===== src/rtl/vga_timing_pkg.sv =====
// rtl/vga_timing_pkg.sv - 1280x1024@60 raster timing constants and shared types
//
// Purpose: shared constants for the VGA timing controller. It holds the default
//          1280x1024@60 Hz timing, the derived line and frame totals, the
//          coordinate and colour widths, and the sync/active bundle type that
//          travels through the alignment delay line.
// Ports:   none (package)
package vga_timing_pkg;

    localparam int COORD_W = 12;
    localparam int COLOR_W = 4;

    localparam int DEF_H_ACTIVE = 1280;
    localparam int DEF_H_FP     = 48;
    localparam int DEF_H_SYNC   = 112;
    localparam int DEF_H_BP     = 248;
    localparam int DEF_H_TOTAL  = DEF_H_ACTIVE + DEF_H_FP + DEF_H_SYNC + DEF_H_BP;

    localparam int DEF_V_ACTIVE = 1024;
    localparam int DEF_V_FP     = 1;
    localparam int DEF_V_SYNC   = 3;
    localparam int DEF_V_BP     = 38;
    localparam int DEF_V_TOTAL  = DEF_V_ACTIVE + DEF_V_FP + DEF_V_SYNC + DEF_V_BP;

    localparam int MAX_IN_LATENCY = 7;

    // hs/vs are carried as "in sync pulse" (1 = asserted) regardless of the
    // pin polarity; polarity is applied only at the output register.
    typedef struct packed {
        logic hs;
        logic vs;
        logic active;
    } sync_bundle_t;

    localparam int BUNDLE_W = $bits(sync_bundle_t);

endpackage


===== src/rtl/sync_delay_line.sv =====
// rtl/sync_delay_line.sv - N-stage resettable shift register for the sync bundle
//
// Purpose: delays a WIDTH-bit word by N clocks. N = 0 is a pure passthrough.
//          Every stage loads RESET_VAL on a synchronous active-high reset, so a
//          reset flushes anything in flight.
// Ports:
//   i_clk    in   1      clock
//   i_reset  in   1      synchronous, active-high
//   i_data   in   WIDTH  word entering the line
//   o_data   out  WIDTH  word leaving the line, N clocks later
module sync_delay_line
    import vga_timing_pkg::*;
#(
    parameter int              N         = 0,
    parameter int              WIDTH     = BUNDLE_W,
    parameter logic [WIDTH-1:0] RESET_VAL = '0
) (
    input  logic             i_clk,
    input  logic             i_reset,
    input  logic [WIDTH-1:0] i_data,
    output logic [WIDTH-1:0] o_data
);

    generate
        if (N == 0) begin : g_passthrough
            logic w_unused_ctl;
            assign w_unused_ctl = i_clk ^ i_reset;
            assign o_data       = i_data;
        end else begin : g_stages
            logic [WIDTH-1:0] r_stage [N];

            always_ff @(posedge i_clk) begin
                if (i_reset) begin
                    for (int i = 0; i < N; i++) begin
                        r_stage[i] <= RESET_VAL;
                    end
                end else begin
                    r_stage[0] <= i_data;
                    for (int i = 1; i < N; i++) begin
                        r_stage[i] <= r_stage[i-1];
                    end
                end
            end

            assign o_data = r_stage[N-1];
        end
    endgenerate

endmodule


===== src/rtl/vga_timing_controller.sv =====
// rtl/vga_timing_controller.sv - VGA raster timing, coordinate bus and pin driver
//
// Purpose: runs the horizontal/vertical raster counters, publishes the current
//          coordinate to the drawing blocks, realigns sync/active with the RGB
//          they return IN_LATENCY clocks later, blanks outside the visible area
//          and drives the VGA connector pins from registers.
// Ports:
//   CLK             in   1   pixel clock (108 MHz)
//   RESET           in   1   synchronous, active-high
//   VGA_RED_IN      in   4   red for the coordinate issued IN_LATENCY clocks ago
//   VGA_GREEN_IN    in   4   green, same alignment
//   VGA_BLUE_IN     in   4   blue, same alignment
//   VGA_HORZ_COORD  out  12  horizontal counter, 0..H_TOTAL-1
//   VGA_VERT_COORD  out  12  vertical counter, 0..V_TOTAL-1
//   VGA_ACTIVE      out  1   coordinate lies in the visible area
//   FRAME_START     out  1   one-clock pulse at coordinate (0,0)
//   VGA_HS          out  1   horizontal sync pin (pixel-aligned)
//   VGA_VS          out  1   vertical sync pin (pixel-aligned)
//   VGA_RED         out  4   blanked red pin
//   VGA_GREEN       out  4   blanked green pin
//   VGA_BLUE        out  4   blanked blue pin
module vga_timing_controller
    import vga_timing_pkg::*;
#(
    parameter int H_ACTIVE   = DEF_H_ACTIVE,
    parameter int H_FP       = DEF_H_FP,
    parameter int H_SYNC     = DEF_H_SYNC,
    parameter int H_BP       = DEF_H_BP,
    parameter int V_ACTIVE   = DEF_V_ACTIVE,
    parameter int V_FP       = DEF_V_FP,
    parameter int V_SYNC     = DEF_V_SYNC,
    parameter int V_BP       = DEF_V_BP,
    parameter bit SYNC_POL   = 1'b1,
    parameter int IN_LATENCY = 0
) (
    input  logic               CLK,
    input  logic               RESET,
    input  logic [COLOR_W-1:0] VGA_RED_IN,
    input  logic [COLOR_W-1:0] VGA_GREEN_IN,
    input  logic [COLOR_W-1:0] VGA_BLUE_IN,
    output logic [COORD_W-1:0] VGA_HORZ_COORD,
    output logic [COORD_W-1:0] VGA_VERT_COORD,
    output logic               VGA_ACTIVE,
    output logic               FRAME_START,
    output logic               VGA_HS,
    output logic               VGA_VS,
    output logic [COLOR_W-1:0] VGA_RED,
    output logic [COLOR_W-1:0] VGA_GREEN,
    output logic [COLOR_W-1:0] VGA_BLUE
);

    localparam int H_TOTAL = H_ACTIVE + H_FP + H_SYNC + H_BP;
    localparam int V_TOTAL = V_ACTIVE + V_FP + V_SYNC + V_BP;

    generate
        if (H_TOTAL >= (1 << COORD_W) || V_TOTAL >= (1 << COORD_W) ||
            IN_LATENCY < 0 || IN_LATENCY > MAX_IN_LATENCY) begin : g_bad_params
            $error("vga_timing_controller: totals must be below 4096 and IN_LATENCY within 0..7");
        end
    endgenerate

    localparam logic [COORD_W-1:0] H_LAST     = COORD_W'(H_TOTAL - 1);
    localparam logic [COORD_W-1:0] V_LAST     = COORD_W'(V_TOTAL - 1);
    localparam logic [COORD_W-1:0] H_VIS      = COORD_W'(H_ACTIVE);
    localparam logic [COORD_W-1:0] V_VIS      = COORD_W'(V_ACTIVE);
    localparam logic [COORD_W-1:0] HS_START   = COORD_W'(H_ACTIVE + H_FP);
    localparam logic [COORD_W-1:0] HS_END     = COORD_W'(H_ACTIVE + H_FP + H_SYNC);
    localparam logic [COORD_W-1:0] VS_START   = COORD_W'(V_ACTIVE + V_FP);
    localparam logic [COORD_W-1:0] VS_END     = COORD_W'(V_ACTIVE + V_FP + V_SYNC);
    localparam logic               SYNC_ON    = SYNC_POL;
    localparam logic               SYNC_OFF   = ~SYNC_POL;

    logic [COORD_W-1:0] r_h;
    logic [COORD_W-1:0] r_v;

    // Reset wins outright: a mid-frame reset abandons the line immediately.
    always_ff @(posedge CLK) begin
        if (RESET) begin
            r_h <= '0;
            r_v <= '0;
        end else if (r_h == H_LAST) begin
            r_h <= '0;
            r_v <= (r_v == V_LAST) ? '0 : r_v + 1'b1;
        end else begin
            r_h <= r_h + 1'b1;
        end
    end

    assign VGA_HORZ_COORD = r_h;
    assign VGA_VERT_COORD = r_v;

    logic w_active;
    logic w_hs_raw;
    logic w_vs_raw;

    assign w_active    = (r_h < H_VIS) && (r_v < V_VIS);
    assign w_hs_raw    = (r_h >= HS_START) && (r_h < HS_END);
    assign w_vs_raw    = (r_v >= VS_START) && (r_v < VS_END);
    assign VGA_ACTIVE  = w_active;
    assign FRAME_START = (r_h == '0) && (r_v == '0) && !RESET;

    // Delay the timing decode by the drawing pipeline depth so it meets the
    // RGB that belongs to the same coordinate.
    sync_bundle_t w_bundle_now;
    sync_bundle_t w_bundle_dly;

    assign w_bundle_now = '{hs: w_hs_raw, vs: w_vs_raw, active: w_active};

    sync_delay_line #(
        .N         (IN_LATENCY),
        .WIDTH     (BUNDLE_W),
        .RESET_VAL ('0)
    ) u_sync_delay (
        .i_clk   (CLK),
        .i_reset (RESET),
        .i_data  (w_bundle_now),
        .o_data  (w_bundle_dly)
    );

    // Single output register so HS, VS and RGB all move on the same edge.
    always_ff @(posedge CLK) begin
        if (RESET) begin
            VGA_HS    <= SYNC_OFF;
            VGA_VS    <= SYNC_OFF;
            VGA_RED   <= '0;
            VGA_GREEN <= '0;
            VGA_BLUE  <= '0;
        end else begin
            VGA_HS    <= w_bundle_dly.hs ? SYNC_ON : SYNC_OFF;
            VGA_VS    <= w_bundle_dly.vs ? SYNC_ON : SYNC_OFF;
            VGA_RED   <= w_bundle_dly.active ? VGA_RED_IN   : '0;
            VGA_GREEN <= w_bundle_dly.active ? VGA_GREEN_IN : '0;
            VGA_BLUE  <= w_bundle_dly.active ? VGA_BLUE_IN  : '0;
        end
    end

endmodule


===== config.mk =====
export PLATFORM = sky130hd
export DESIGN_NAME = vga_timing_controller
export DESIGN_NICKNAME = d
export VERILOG_FILES = /design/src/rtl/vga_timing_pkg.sv /design/src/rtl/sync_delay_line.sv /design/src/rtl/vga_timing_controller.sv
export SDC_FILE = /design/constraint.sdc
export NUM_CORES = 1
export LEC_CHECK = 0
export CAP_MARGIN = 25
export CELL_PAD_IN_SITES_DETAIL_PLACEMENT = 1
export CELL_PAD_IN_SITES_GLOBAL_PLACEMENT = 1
export CORE_ASPECT_RATIO = 1.2
export CORE_MARGIN = 2
export CORE_UTILIZATION = 43
export CTS_BUF_LIST = sky130_fd_sc_hd__clkbuf_4
export DETAILED_ROUTE_END_ITERATION = 10
export DONT_BUFFER_PORTS = 1
export PLACE_DENSITY_LB_ADDON = 0.1
export SLEW_MARGIN = 20
export SYNTH_ARGS = -nofsm -noshare
export SYNTH_HDL_FRONTEND = slang
export SYNTH_SLANG_ARGS = --single-unit

===== constraint.sdc =====
create_clock -name CLK -period 2.1 [get_ports CLK]
set_input_delay 0.525 -clock CLK [delete_from_list [all_inputs] [get_ports CLK]]
set_output_delay 0.525 -clock CLK [all_outputs]
set_load 0.005 [all_outputs]

**Gate families picked out**

(8 px per um)
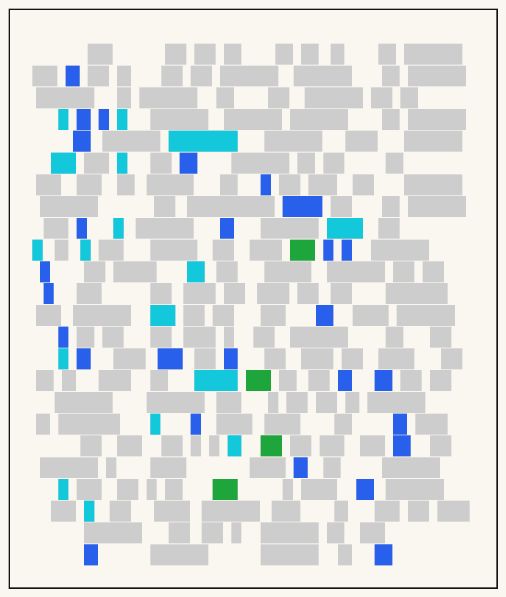
- nand cells: blue (cells 27)
- nor cells: cyan (cells 17)
- non-inverting ao/oa cells: green (cells 4)

**Routed clock nets over the placement**

(4 px per um)
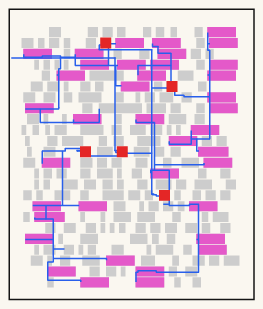
- clock-net drivers: red (count 5)
- clock wires: blue (length 485 um)
- flip-flops: magenta (count 38)
- flops lie: all over the die
- routed clock nets: 6
Clock Power: 0.519 mW
clk latency late pin: 0.36 ns

**Routed metal per tile**

(4 px per um) The die is cut into 12 by 14 equal tiles; white is low, dark blue is high, scaled to the fullest tile. Values are wire area over tile area, all layers added.
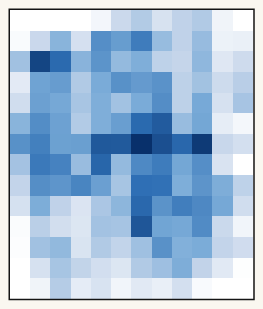
- tiles over half the peak: 33%
- emptiest ninth of the die: lower left
- densest ninth of the die: center
- mean over tiles: 0.18
- nearly empty tiles: 7.1%
- fullest tile: 0.48

==> flow_summary.yaml <==
# flow metrics
hold_path:
  worst_hold_path_type: "in2reg"
die:
  core_area_um2: 3660
  row_count: 24
synthesis:
  synth.area.mux_share: 0.00601
  netlist_instances: 178
  synth_compound_gate_area_share: 0.127
  adder_share: 0.0376
  synth_cell_types: 36
  yosysTopAreaCell: "dfxtp_1"
  yosys_register_bits: 38
  top_logic_kind: "simple AND/OR/NAND/NOR gates"
placement:
  dp.cells: 255
  place.port_buffers: 0
  dp_hpwl_mm: 3.63
status:
  violations: "negative setup slack"
  outcome: "finished, violations left"
global_route:
  globalRouteOverflowTotal: 0
  grt_max_degree: 18
timing:
  tightest_slew_ns: 0.497
  post-route-period-util: 1.21
  finalHoldViolations: 0
  setup_viol: 1
  fmax_ghz: 0.395
  finClkSkew_ns: 0.00880
  setup_slack_ns: -0.433
critical_path:
  crit_end: "FRAME_START"
  reg2reg_slack_ns: 0
  end_kind: "output pin"
  path_delay_family: "simple AND/OR/NAND/NOR gates"
  slowest_stage: "or4_4"
  worstSetupPathType: "reg2out"
  r2r_start: "VGA_HORZ_COORD[8]$_SDFF_PP0_"
power:
  p_leak_nw: 0.892
  power_density_nw_per_um2: 651
  ir_worst_vdd_uv: 279
layout:
  logic_area_um2: 947
  flop_area_um2: 763
  n_fill_cell: 436
  final_cells: 267
  final_cell_mix: "dfxtp_1 (36), buf_4 (31), and3_1 (18)"
  lay_top_count: "dfxtp_1"
  antennaDiodeCount: 0
clock_network:
  h-tree-depth: 2
  path_clk_slew_ns: 0.13
  cts.sinks: 38
routing:
  wl_per_cell_um: 19.1
  drt-total-wl_mm: 5.11
  dr.pass1.iters: 4
flow_run:
  log.warning_count: 32
power breakdown:
group          internal, mW  switching, mW
registers             0.749         0.0138
logic                0.0628         0.0710
clock network         0.250          0.270
how the worst min path moves through the flow:
stage                            startpoint                      endpoint  slack, ns
2_1_floorplan  VGA_HORZ_COORD[0]$_SDFF_PP0_  VGA_HORZ_COORD[0]$_SDFF_PP0_       0.46
3_3_place_gp   VGA_HORZ_COORD[0]$_SDFF_PP0_  VGA_HORZ_COORD[0]$_SDFF_PP0_       0.54
3_5_place_dp   VGA_HORZ_COORD[0]$_SDFF_PP0_  VGA_HORZ_COORD[0]$_SDFF_PP0_       0.55
4_1_cts                               RESET  VGA_HORZ_COORD[2]$_SDFF_PP0_       0.21
5_1_grt                               RESET  VGA_HORZ_COORD[2]$_SDFF_PP0_       0.21
6_report                              RESET  VGA_HORZ_COORD[2]$_SDFF_PP0_       0.22
sequential cells by signal (all words and copies together), names as in the netlist:
register,count
VGA_BLUE,4
VGA_VERT_COORD,12
VGA_RED,4
VGA_HS,1
VGA_HORZ_COORD,12
VGA_VS,1
VGA_GREEN,4
per-stage QoR:
step	setup slack [ns]	area (um2)	utilization	hold WS [ns]	power [mW]
2_1_floorplan	-0.0482	1680	-	0.463	0.842
3_3_place_gp	-0.116	1960	0.536	0.539	0.887
3_5_place_dp	-0.119	1960	0.536	0.548	0.894
4_1_cts	-0.445	2090	0.571	0.212	1.41
5_1_grt	-0.518	2170	0.594	0.208	1.47
6_report	-0.433	2170	0.594	0.215	1.42
final cells by class:
| type | instances | area share |
|---|---|---|
| multi-input cells | 125 | 0.436 |
| flip-flops and latches | 38 | 0.351 |
| repair buffers | 36 | 0.132 |
| well taps | 52 | 0.0299 |
| clock inverters | 3 | 0.0207 |
| clock buffers | 5 | 0.0173 |
| inverters | 8 | 0.0138 |
metal layers:
metal  vias up  global-route usage  wire [um]
met5         -                   0          0
met4         0              0.0773         73
met3         8              0.0713        295
met2        42               0.435       2760
met1       763               0.279       1980
li1        738                   -          -
Yosys cell counts, types with 2 or more instances:
cell type / instances
and4_1: 5
o21ai_0: 8
or3_1: 4
nand3_1: 9
nand4_1: 4
nor4b_1: 4
a31o_2: 2
nor4_1: 2
xnor2_1: 3
and3_1: 18
dfxtp_1: 38
or4_1: 6
xor2_1: 5
clkbuf_1: 6
or4_4: 2
o2bb2ai_1: 3
a21oi_1: 2
inv_1: 8
nand2_1: 9
nor2_1: 10
ha_1: 5
o31ai_1: 5
nand2b_1: 4
o211ai_1: 4
kinds of logic after synthesis:
group,Yosys count
adders and majority gates,5
AOI/OAI and AO/OA,30
muxes,1
and+or+nand+nor,81
buffers and inverters,15
DFF,38
xor gates and xnor gates,8
timing repair:
| action | in CTS | in global routing |
|---|---|---|
| setup buffers | 2 | 1 |
| gates cloned | 0 | 1 |
| endpoints found under the setup margin | 4 | 13 |
| pin swaps | 3 | 2 |
| gates resized | 8 | 16 |
| hold buffers | 0 | 0 |
No activity file was given, so power comes from the tool's default toggle rates.
